File: src/rtl/sseg_scan_ctrl.sv
// Multiplexed 7-segment scan controller: double-buffered digits, per-slot blanking, leading-zero blanking.
// Outputs are registered (one cycle after state decision); no backpressure, load is a fire-and-forget strobe.
module sseg_scan_ctrl #(
    parameter int NDIGITS      = 4,
    parameter int PRESCALE     = 1000,
    parameter int BLANK_CYCLES = 16
) (
    input  logic                   clk,
    input  logic                   rst_n,
    input  logic                   run,
    input  logic                   load,
    input  logic [4*NDIGITS-1:0]   data_in,
    input  logic [NDIGITS-1:0]     dot_in,
    input  logic [NDIGITS-1:0]     den_in,
    input  logic                   lz_en,
    output logic [3:0]             seg_value,
    output logic [1:0]             seg_enable,
    output logic                   seg_dot,
    output logic [NDIGITS-1:0]     digit_sel,
    output logic                   frame_start
);
    localparam int CW = $clog2(PRESCALE);
    localparam int IW = $clog2(NDIGITS);

    typedef enum logic {BLANK, SHOW} state_t;

    state_t                 state, state_n;
    logic [IW-1:0]          idx, idx_n;
    logic [CW-1:0]          cnt, cnt_n;
    logic                   started, started_n;
    logic                   boundary;

    logic [4*NDIGITS-1:0]   shadow_data, active_data;
    logic [NDIGITS-1:0]     shadow_dot, active_dot;
    logic [NDIGITS-1:0]     shadow_den, active_den;
    logic                   pending;

    logic [NDIGITS-1:0]     sup;
    logic                   all_zero;
    logic [3:0]             value_n;
    logic [1:0]             enable_n;
    logic                   dot_n;
    logic [NDIGITS-1:0]     sel_n;

    // sup[i]: this digit and every more significant one are zero
    always_comb begin
        sup      = '0;
        all_zero = 1'b1;
        for (int i = NDIGITS - 1; i >= 1; i--) begin
            all_zero = all_zero & (active_data[4*i +: 4] == 4'h0);
            sup[i]   = lz_en & all_zero;
        end
    end

    always_comb begin
        state_n   = state;
        idx_n     = idx;
        cnt_n     = cnt;
        started_n = started;
        boundary  = 1'b0;
        if (!run) begin
            state_n   = BLANK;
            idx_n     = '0;
            cnt_n     = '0;
            started_n = 1'b0;
        end else if (!started) begin
            // first slot after reset or run rising opens a fresh frame
            started_n = 1'b1;
            state_n   = BLANK;
            idx_n     = '0;
            cnt_n     = '0;
            boundary  = 1'b1;
        end else begin
            case (state)
                BLANK: begin
                    if (cnt == CW'(BLANK_CYCLES - 1))
                        state_n = SHOW;
                    cnt_n = cnt + 1'b1;
                end
                SHOW: begin
                    if (cnt == CW'(PRESCALE - 1)) begin
                        state_n = BLANK;
                        cnt_n   = '0;
                        if (idx == IW'(NDIGITS - 1)) begin
                            idx_n    = '0;
                            boundary = 1'b1;
                        end else begin
                            idx_n = idx + 1'b1;
                        end
                    end else begin
                        cnt_n = cnt + 1'b1;
                    end
                end
                default: state_n = BLANK;
            endcase
        end

        sel_n    = '0;
        value_n  = 4'h0;
        enable_n = 2'b00;
        dot_n    = 1'b0;
        if (state_n == SHOW) begin
            sel_n[idx_n] = 1'b1;
            value_n      = active_data[{idx_n, 2'b00} +: 4];
            dot_n        = active_dot[idx_n];
            enable_n     = {active_dot[idx_n], active_den[idx_n] & ~sup[idx_n]};
        end
    end

    always_ff @(posedge clk or negedge rst_n) begin
        if (!rst_n) begin
            state       <= BLANK;
            idx         <= '0;
            cnt         <= '0;
            started     <= 1'b0;
            digit_sel   <= '0;
            seg_value   <= 4'h0;
            seg_enable  <= 2'b00;
            seg_dot     <= 1'b0;
            frame_start <= 1'b0;
        end else begin
            state       <= state_n;
            idx         <= idx_n;
            cnt         <= cnt_n;
            started     <= started_n;
            digit_sel   <= sel_n;
            seg_value   <= value_n;
            seg_enable  <= enable_n;
            seg_dot     <= dot_n;
            frame_start <= boundary;
        end
    end

    // a load landing on the boundary edge bypasses shadow straight into active
    always_ff @(posedge clk or negedge rst_n) begin
        if (!rst_n) begin
            shadow_data <= '0;
            shadow_dot  <= '0;
            shadow_den  <= '0;
            active_data <= '0;
            active_dot  <= '0;
            active_den  <= '0;
            pending     <= 1'b0;
        end else begin
            if (load) begin
                shadow_data <= data_in;
                shadow_dot  <= dot_in;
                shadow_den  <= den_in;
            end
            if (boundary) begin
                pending <= 1'b0;
                if (load) begin
                    active_data <= data_in;
                    active_dot  <= dot_in;
                    active_den  <= den_in;
                end else if (pending) begin
                    active_data <= shadow_data;
                    active_dot  <= shadow_dot;
                    active_den  <= shadow_den;
                end
            end else if (load) begin
                pending <= 1'b1;
            end
        end
    end

endmodule

File: config.mk
export PLATFORM = sky130hd
export DESIGN_NAME = sseg_scan_ctrl
export DESIGN_NICKNAME = d
export VERILOG_FILES = /design/src/rtl/sseg_scan_ctrl.sv
export SDC_FILE = /design/constraint.sdc
export NUM_CORES = 1
export LEC_CHECK = 0
export CAP_MARGIN = 25
export CORE_ASPECT_RATIO = 2
export CORE_MARGIN = 2
export CORE_UTILIZATION = 57
export CTS_BUF_LIST = sky130_fd_sc_hd__clkbuf_2
export DETAILED_ROUTE_END_ITERATION = 10
export PLACE_DENSITY = 0.89
export SLEW_MARGIN = 0
export SYNTH_ARGS = -nofsm -noshare
export SYNTH_HDL_FRONTEND = slang
export SYNTH_SLANG_ARGS = --single-unit
File: constraint.sdc
create_clock -name clk -period 2.8 [get_ports clk]
set_input_delay 0.42 -clock clk [delete_from_list [all_inputs] [get_ports clk]]
set_output_delay 0.42 -clock clk [all_outputs]
set_load 0.02 [all_outputs]
**Met1 routing**

Supply wires on this layer in grey.
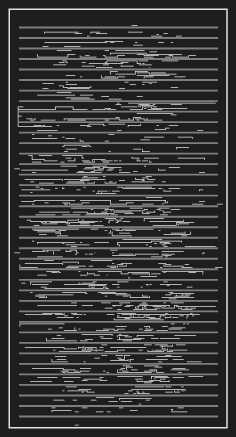
nets with wire on the layer: 261
wire length on this layer: 2090 µm
main direction: horizontal
longest straight run: 22.5 µm
routed vias: 1838
WL final: 5.370 mm
grt met1 use: 0.2306

**Met2 routing**

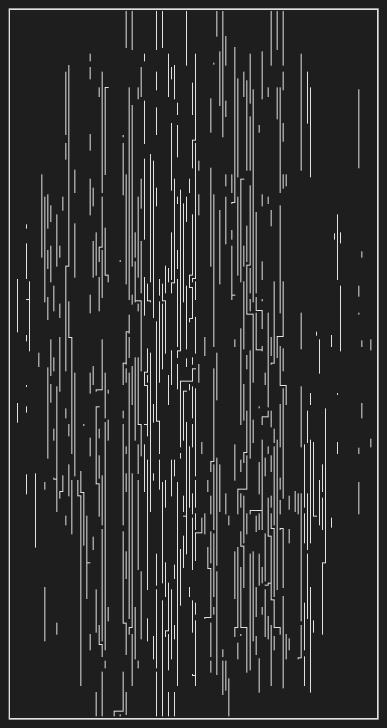
nets with wire on the layer: 262
main direction: vertical
longest straight run: 37.4 µm
met2 Use GR: 0.3554

**M3 wires**

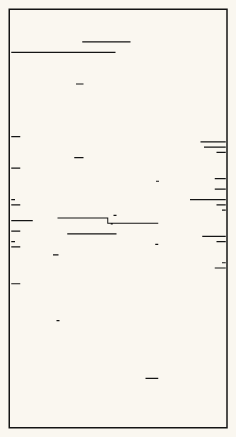
share of all routed wire: 2.8%
nets with wire on the layer: 24
main direction: horizontal

-- critical path: cells and delay by family (launching register included) --
kind | cells | cell delay (ns)
compound gates | 1 | 0.42
flops | 1 | 0.41
mux | 1 | 0.61
simple gates | 3 | 0.52
fa+ha+maj | 1 | 0.23
-- cells by family (layout without fill, tap and decap cells) --
family | count (synthesis) | after routing | synth area share
buf+inv | 10 | 64 | 0.01953
simple gates | 52 | 52 | 0.09642
mux | 54 | 54 | 0.2234
compound gates | 9 | 9 | 0.02767
flops | 74 | 74 | 0.6021
fa+ha+maj | 2 | 2 | 0.008135
xor+xnor | 8 | 8 | 0.02278
-- power by group --
group          switching [µW]  total [µW]  internal [µW]
combinational            96.0         263            167
clock                     355         641            287
sequential               66.6        1250           1190
total                     517        2160           1640
==> run summary <==
impl run done, here's what came out: inverters=1, Comb/total area=0.3159, Final Skew=0.01806 ns, largest class=registers, logic area=1164 µm², Clock Root Buffer=clkbuf_2, Distinct cells, synth=39, mi-comb count=125, # fillers=360, Critical Path Max Stage Delay=0.61 ns, crit path DRT=3.24 ns, RSZ-0062 raised after global routing=false, Post-synth EDFFs=0, OpenROAD warning count=26, largest net degree at the start of global routing=30, Die H=107.9 µm, Clk Latency, worst-skew pair=0.52 ns, worst slew pin tran=0.6443 ns, # clock sinks=74, Final Hold Fails=0, WL met3=148 µm, flops & latches, synth=74, Top cells excl fill/tap=dfrtp_1 (74), mux2_2 (48), clkdlybuf4s50_1 (39), # diodes=0, number of hold buffers added after cts=1, HP Class=primary input to register, clkbuf count=9, Top cell area share=0.6021, maximum vdd drop=0.4807 mV, Met2 Wirelength=2.970 mm, GR peak layer=met2, total gr overflow=0, status=completed, WS Path Type=register to register, tap cells=58, synthesis-to-layout area growth=19.77%, initial drt markers=26, nature of the critical path endpoint=register, Synth area leader=dfrtp_1, R2R setup slack=0.53 ns, Synth warnings=0, predominant post-synthesis flop cell=dfrtp_1, Post-CTS Setup Inserts=0, Cells on Worst Hold Path=1, Commonest Layout Cell=dfrtp_1, metal1 wirelength=2.086 mm, WL per Instance=16.73 µm, Seq share, synth=0.6021, vias in the first global route=1914, RePlAce Congestion=0.8029, Floorplan Utilization=0.5931, Tot Pwr=2158 µW, Inserted Clock Buffers=9, clk buf depth=2, post-route insts no fill=321, setup tns final=0 ns
Power is estimated from default activity; no workload was simulated.
